<file path="config.mk">
export PLATFORM = sky130hd
export DESIGN_NAME = hazard_ctrl_p_flat
export DESIGN_NICKNAME = d
export VERILOG_FILES = /design/src/rtl/hazard_ctrl_p_if.sv /design/src/rtl/hazard_ctrl_p.sv /design/src/flat_wrapper.sv
export SDC_FILE = /design/constraint.sdc
export NUM_CORES = 1
export LEC_CHECK = 0
export CAP_MARGIN = 20
export CORE_MARGIN = 1.5
export CORE_UTILIZATION = 46
export CTS_CLUSTER_DIAMETER = 100
export CTS_CLUSTER_SIZE = 25
export DETAILED_ROUTE_END_ITERATION = 8
export GPL_TIMING_DRIVEN = 1
export PLACE_DENSITY = 0.9
export SETUP_SLACK_MARGIN = 0.15
export SLEW_MARGIN = 25
export SYNTH_ARGS = -nofsm -noshare
export SYNTH_HDL_FRONTEND = slang
export SYNTH_SLANG_ARGS = --single-unit
</file>
<file path="constraint.sdc">
create_clock -name clk -period 3 [get_ports clk]
set_input_delay 0.6 -clock clk [delete_from_list [all_inputs] [get_ports clk]]
set_output_delay 0.6 -clock clk [all_outputs]
set_load 0.02 [all_outputs]
</file>
<file path="src/rtl/hazard_ctrl_p_if.sv">
// hazard_ctrl_p_if: pipeline-to-hazard-unit signal bundle
interface hazard_ctrl_p_if #(
  parameter int AW = 5,
  parameter int CNT_W = 32
);
  logic RegWriteE, RegWriteM, RegWriteW, ResultSrcE, MduE, PcSrcE;
  logic [AW-1:0] Rs1D, Rs2D, Rs1E, Rs2E, RdE, RdM, RdW;
  logic stallF, stallD, stallE, FlushD, FlushE, FlushM, mdu_busy;
  logic [1:0] ForwardAE, ForwardBE;
  logic [CNT_W-1:0] stall_cycles;
  modport master (
    output RegWriteE, RegWriteM, RegWriteW, ResultSrcE, MduE, PcSrcE,
    output Rs1D, Rs2D, Rs1E, Rs2E, RdE, RdM, RdW,
    input stallF, stallD, stallE, FlushD, FlushE, FlushM, mdu_busy,
    input ForwardAE, ForwardBE, stall_cycles
  );
  modport slave (
    input RegWriteE, RegWriteM, RegWriteW, ResultSrcE, MduE, PcSrcE,
    input Rs1D, Rs2D, Rs1E, Rs2E, RdE, RdM, RdW,
    output stallF, stallD, stallE, FlushD, FlushE, FlushM, mdu_busy,
    output ForwardAE, ForwardBE, stall_cycles
  );
endinterface

</file>
<file path="src/rtl/hazard_ctrl_p.sv">
// hazard_ctrl_p: forwarding, load-use and multi-cycle-op stall/flush control
module hazard_ctrl_p #(
  parameter int AW = 5,
  parameter int LOAD_STALL = 2,
  parameter int MDU_LAT = 4,
  parameter int CNT_W = 32
) (
  input logic clk,
  input logic reset,
  hazard_ctrl_p_if.slave hz
);
  typedef enum logic [1:0] {IDLE, LOAD, MDU} state_t;
  localparam logic [AW-1:0] R0 = '0;
  state_t state_q, state_d;
  logic [2:0] lcnt_q, lcnt_d;
  logic [3:0] mcnt_q, mcnt_d;
  logic [CNT_W-1:0] cnt_q, cnt_d;
  logic lwhit, ev_pc, ev_ld, ev_md, hold_ld, hold_md;
  logic unused_ok;

  function automatic logic [1:0] fwd(input logic [AW-1:0] rs, input logic [AW-1:0] rdm,
                                     input logic [AW-1:0] rdw, input logic wm, input logic ww);
    return (wm && rs != R0 && rs == rdm) ? 2'b10 : (ww && rs != R0 && rs == rdw) ? 2'b01 : 2'b00;
  endfunction

  assign unused_ok = hz.RegWriteE;
  assign lwhit = hz.ResultSrcE && hz.RdE != R0 && (hz.Rs1D == hz.RdE || hz.Rs2D == hz.RdE);
  assign ev_pc = state_q == IDLE && hz.PcSrcE;
  assign ev_ld = state_q == IDLE && !hz.PcSrcE && lwhit;
  assign ev_md = state_q == IDLE && !hz.PcSrcE && !lwhit && hz.MduE && MDU_LAT > 1;
  assign hold_ld = state_q == LOAD;
  assign hold_md = state_q == MDU && mcnt_q != 4'd0;
  assign hz.stall_cycles = cnt_q;

  // state, sequence counters and saturating stall counter
  always_ff @(posedge clk) begin
    if (!reset) begin
      state_q <= IDLE;
      lcnt_q <= '0;
      mcnt_q <= '0;
      cnt_q <= '0;
    end else begin
      state_q <= state_d;
      lcnt_q <= lcnt_d;
      mcnt_q <= mcnt_d;
      cnt_q <= cnt_d;
    end
  end

  // next state: IDLE arbitrates events, LOAD/MDU count down and ignore new events
  always_comb begin
    state_d = state_q;
    lcnt_d = lcnt_q;
    mcnt_d = mcnt_q;
    if (ev_ld && LOAD_STALL > 1) begin
      state_d = LOAD;
      lcnt_d = 3'(LOAD_STALL - 2);
    end else if (ev_md) begin
      state_d = MDU;
      mcnt_d = 4'(MDU_LAT - 2);
    end else if (hold_ld) begin
      state_d = (lcnt_q == 3'd0) ? IDLE : LOAD;
      lcnt_d = lcnt_q - 3'(lcnt_q != 3'd0);
    end else if (state_q == MDU) begin
      state_d = (mcnt_q == 4'd0) ? IDLE : MDU;
      mcnt_d = mcnt_q - 4'(mcnt_q != 4'd0);
    end
    cnt_d = (hz.stallF && !(&cnt_q)) ? cnt_q + CNT_W'(1) : cnt_q;
  end

  // outputs: combinational from state and inputs, forced safe while in reset
  always_comb begin
    hz.stallF = reset && (ev_ld || hold_ld || ev_md || hold_md);
    hz.stallD = hz.stallF;
    hz.stallE = reset && (ev_md || hold_md);
    hz.FlushM = hz.stallE;
    hz.mdu_busy = hz.stallE;
    hz.FlushD = !reset || hz.PcSrcE;
    hz.FlushE = !reset || ev_pc || ev_ld || hold_ld;
    hz.ForwardAE = reset ? fwd(hz.Rs1E, hz.RdM, hz.RdW, hz.RegWriteM, hz.RegWriteW) : 2'b00;
    hz.ForwardBE = reset ? fwd(hz.Rs2E, hz.RdM, hz.RdW, hz.RegWriteM, hz.RegWriteW) : 2'b00;
  end
endmodule

</file>
<file path="src/flat_wrapper.sv">
// flat-port wrapper written by rule: the top's interface ports become plain ports
module hazard_ctrl_p_flat 
#(
  parameter int AW = 5,
  parameter int LOAD_STALL = 2,
  parameter int MDU_LAT = 4,
  parameter int CNT_W = 32
)
  (clk, reset, hz_RegWriteE, hz_RegWriteM, hz_RegWriteW, hz_ResultSrcE, hz_MduE, hz_PcSrcE, hz_Rs1D, hz_Rs2D, hz_Rs1E, hz_Rs2E, hz_RdE, hz_RdM, hz_RdW, hz_stallF, hz_stallD, hz_stallE, hz_FlushD, hz_FlushE, hz_FlushM, hz_mdu_busy, hz_ForwardAE, hz_ForwardBE, hz_stall_cycles);
  hazard_ctrl_p_if #(.AW(AW), .CNT_W(CNT_W)) hz_i ();
  input logic clk;
  input logic reset;
  input wire logic [$bits(hz_i.RegWriteE)-1:0] hz_RegWriteE;
  input wire logic [$bits(hz_i.RegWriteM)-1:0] hz_RegWriteM;
  input wire logic [$bits(hz_i.RegWriteW)-1:0] hz_RegWriteW;
  input wire logic [$bits(hz_i.ResultSrcE)-1:0] hz_ResultSrcE;
  input wire logic [$bits(hz_i.MduE)-1:0] hz_MduE;
  input wire logic [$bits(hz_i.PcSrcE)-1:0] hz_PcSrcE;
  input wire logic [$bits(hz_i.Rs1D)-1:0] hz_Rs1D;
  input wire logic [$bits(hz_i.Rs2D)-1:0] hz_Rs2D;
  input wire logic [$bits(hz_i.Rs1E)-1:0] hz_Rs1E;
  input wire logic [$bits(hz_i.Rs2E)-1:0] hz_Rs2E;
  input wire logic [$bits(hz_i.RdE)-1:0] hz_RdE;
  input wire logic [$bits(hz_i.RdM)-1:0] hz_RdM;
  input wire logic [$bits(hz_i.RdW)-1:0] hz_RdW;
  output wire logic [$bits(hz_i.stallF)-1:0] hz_stallF;
  output wire logic [$bits(hz_i.stallD)-1:0] hz_stallD;
  output wire logic [$bits(hz_i.stallE)-1:0] hz_stallE;
  output wire logic [$bits(hz_i.FlushD)-1:0] hz_FlushD;
  output wire logic [$bits(hz_i.FlushE)-1:0] hz_FlushE;
  output wire logic [$bits(hz_i.FlushM)-1:0] hz_FlushM;
  output wire logic [$bits(hz_i.mdu_busy)-1:0] hz_mdu_busy;
  output wire logic [$bits(hz_i.ForwardAE)-1:0] hz_ForwardAE;
  output wire logic [$bits(hz_i.ForwardBE)-1:0] hz_ForwardBE;
  output wire logic [$bits(hz_i.stall_cycles)-1:0] hz_stall_cycles;
  assign hz_i.RegWriteE = hz_RegWriteE;
  assign hz_i.RegWriteM = hz_RegWriteM;
  assign hz_i.RegWriteW = hz_RegWriteW;
  assign hz_i.ResultSrcE = hz_ResultSrcE;
  assign hz_i.MduE = hz_MduE;
  assign hz_i.PcSrcE = hz_PcSrcE;
  assign hz_i.Rs1D = hz_Rs1D;
  assign hz_i.Rs2D = hz_Rs2D;
  assign hz_i.Rs1E = hz_Rs1E;
  assign hz_i.Rs2E = hz_Rs2E;
  assign hz_i.RdE = hz_RdE;
  assign hz_i.RdM = hz_RdM;
  assign hz_i.RdW = hz_RdW;
  assign hz_stallF = hz_i.stallF;
  assign hz_stallD = hz_i.stallD;
  assign hz_stallE = hz_i.stallE;
  assign hz_FlushD = hz_i.FlushD;
  assign hz_FlushE = hz_i.FlushE;
  assign hz_FlushM = hz_i.FlushM;
  assign hz_mdu_busy = hz_i.mdu_busy;
  assign hz_ForwardAE = hz_i.ForwardAE;
  assign hz_ForwardBE = hz_i.ForwardBE;
  assign hz_stall_cycles = hz_i.stall_cycles;
  hazard_ctrl_p #(.AW(AW), .LOAD_STALL(LOAD_STALL), .MDU_LAT(MDU_LAT), .CNT_W(CNT_W)) u_core (.clk(clk), .reset(reset), .hz(hz_i));
endmodule
</file>
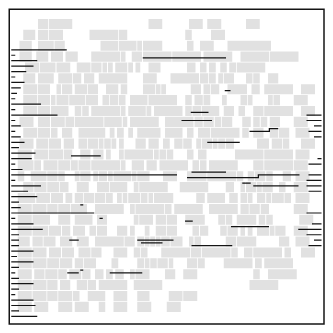
m3.png
Drawn at 4 px/um.
share of all routed wire	6.3%
longest straight run	41.2 um
wire length on this layer	425 um
nets with wire on the layer	80
main direction	horizontal

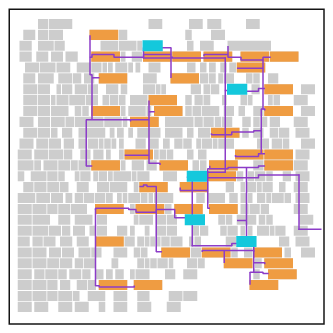
clock_wires.png
Drawn at 4 px/um.
[cyan] clock-net drivers | count: 5
[purple] clock wires | length: 509 um
[orange] flip-flops | count: 41
routed clock nets	6
Late-Pin Clk Latency: 300 ps
P_clk: 0.000471 W
Clk pwr share: 31.4%
skew final: 6.51 ps

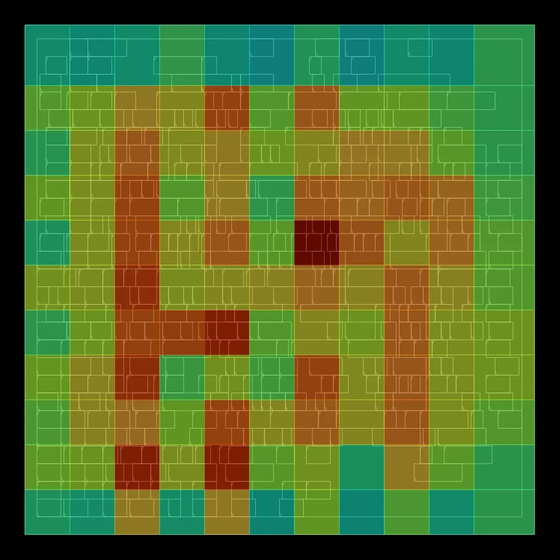
congestion_map.png
met2 usage: 41.7%
Final Core Density: 70.1%
GR peak layer: met2

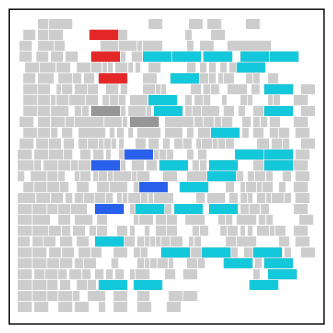
ff_map.png
Drawn at 4 px/um.
color	signal	flops
blue	u_core.mcnt_q	4
cyan	u_core.hz.stall_cycles	32
red	u_core.lcnt_q	3
Seq group: 0.000583 W
Sequential Area: 821 um2
sequential cell area share: 21.4%

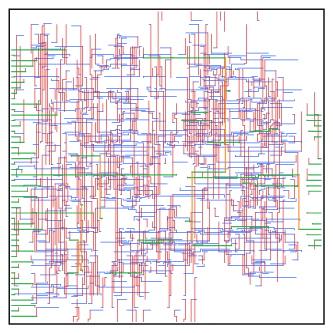
layers.png
Drawn at 4 px/um.
color	layer	wire length
orange	M4	101 um
red	M2	3510 um
blue	M1	2680 um
green	M3	425 um
vias: 2777
Tot GR Track Use: 22.7%
final wirelength: 6720 um
routed len/inst: 13.5 um

==> summary.txt <==
Outcome: completed
Post-synth ARST share: 0%
Largest cell class: multi-input combinational cells
Flop count: 41
Fraction of area in multi-input gates: 44.5%
Final Hold Vio Count: 0
PostCTS Resize Cnt: 56
Die H: 78.3 um
Fmax: 355 MHz
Reg2reg path depth: 10
Fin crit share: 93.8%
N_diodes: 0
CP max FO: 2
Max Root-Sink Buffers: 2
Root Driver: clkbuf_8
CTS HTree Levels: 2
Biggest area cells: dfxtp_1 31%, xor2_1 6.0%, xnor2_1 5.7%
Core Area: 0.00547 mm2
CTS tree: done
Congestion Overflow GR: 0
First-pass GRT wire length: 11300 um
Cell Area, Synth: 0.00261 mm2
Hold path endpoint: u_core.hz.stall_cycles[30]
Setup CP Type: primary input to output pin
MaxCap Viol Count: 0
Fin Hold WS: 501 ps
Crit-path slowest cell: or4_1
OpenROAD warnings: 31
Number of fill cells: 441
Most instantiated logic cell after routing: clkdlybuf4s50_1
Number of global-route vias before repair: 2637
PD cells: 390 mW/mm2
Relative slew slack: 71.0%
Clock-pin slew on the worst setup and hold paths: 80 ps
Final-report max-slew violation count: 0
CP startpoint kind: primary input
DRC Markers: 0
Crit. Startpoint: hz_Rs2E[0]
Placed Instances: 489
Area Growth Syn to Fin: 47.2%
Die area: 0.00613 mm2
Comb gates: 254
Synth Warn #: 0
Clkbuf count: 6
DR iter-0 viols: 168
Yosys Chip Area: 0.00261 mm2
Top-area cell share: 31.5%
Crit-path cells: clkdlybuf4s50_1 -> or4_1 -> nor2_2 -> nor4_2 -> nor4_1 -> buf_2
Initial antenna violation count: 0
Vias per cell: 5.57
Nets at Floorplan: 373
I/O Buffers: 84
Worst hold path class: register to register
FF+latch count, synth: 41
Min cycle time layout: 2810 ps
Sequential share of the synthesized area: 31.5%
Inverters: 10
Worst VDD drop: 0.277 mV
Clock network area share: 3.13%
Count of library flops with an enable pin: 0
Hold path depth: 2
Critical path data arrival time: 2210 ps
Slowest stage delay, CP: 550 ps
# rows: 27
Post-CTS setup buffers: 1
Clk sinks: 41
Worst hold start: u_core.hz.stall_cycles[30]
First-pass DRT Iterations: 4
Most common logic cells in the final layout: 66 x clkdlybuf4s50_1, 41 x dfxtp_1, 28 x buf_4
Unrepaired setup endpoints after global routing: yes
R2r startpoint: u_core.state_q[0]
Slew of the pin with the lowest slew margin: 433 ps
Reg2Reg Setup Slack: 600 ps
Standby leakage power: 1.36 nW
Fp_density: 47.6%
worst max path at each step:
| stage | to | slack [ps] | cells after the start |
|---|---|---|---|
| 2_1_floorplan | hz_mdu_busy | 250 | 5 |
| 3_3_place_gp | hz_FlushE | -390 | 7 |
| 3_5_place_dp | hz_FlushE | -450 | 7 |
| 4_1_cts | hz_FlushE | 130 | 7 |
| 5_1_grt | hz_ForwardBE[0] | 110 | 6 |
| 6_report | hz_ForwardBE[0] | 190 | 6 |
metal layers:
layer  share of wire [%]  vias up  global-route usage, %
li1                    -     1377                      -
met1                  40     1285                   25.1
met2                  52      101                   41.7
met3                 6.3       14                   5.70
met4                 1.5        0                   8.21
met5                   0        -                      0
worst max-delay path: cells and delay by family:
family | cells | cell delay (ps)
buf+inv | 2 | 630
simple gates | 4 | 980
through the flow:
| step | cell area [um2] | setup slack, ps | utilization, % |
|---|---|---|---|
| finish | 3840 | 186 | 70.1 |
| global route | 3840 | 110 | 70.1 |
| CTS | 3800 | 127 | 69.5 |
| detailed placement | 3670 | -448 | 67.1 |
| global placement | 3670 | -394 | 67.1 |
| floorplan | 2610 | 255 | - |
cell families after synthesis:
| group | count (synthesis) | synth area share (%) |
|---|---|---|
| simple gates | 135 | 29.2 |
| compound gates | 74 | 17.6 |
| flops | 41 | 31.5 |
| xor+xnor | 35 | 11.8 |
| buf+inv | 27 | 5.37 |
| fa+ha+maj | 8 | 3.84 |
| mux | 2 | 0.768 |
sequential cells by signal, summed over array words and instances, names as in the netlist:
register / flops
u_core.hz.stall_cycles: 32
u_core.mcnt_q: 4
u_core.lcnt_q: 3
u_core.state_q: 2
where the power goes:
part / total (W) / switching, W / internal (W)
clock network: 0.000471 / 0.000200 / 0.000271
registers: 0.000583 / 0.0000176 / 0.000566
logic: 0.000442 / 0.000227 / 0.000216
Power and IR drop assume default switching activity.
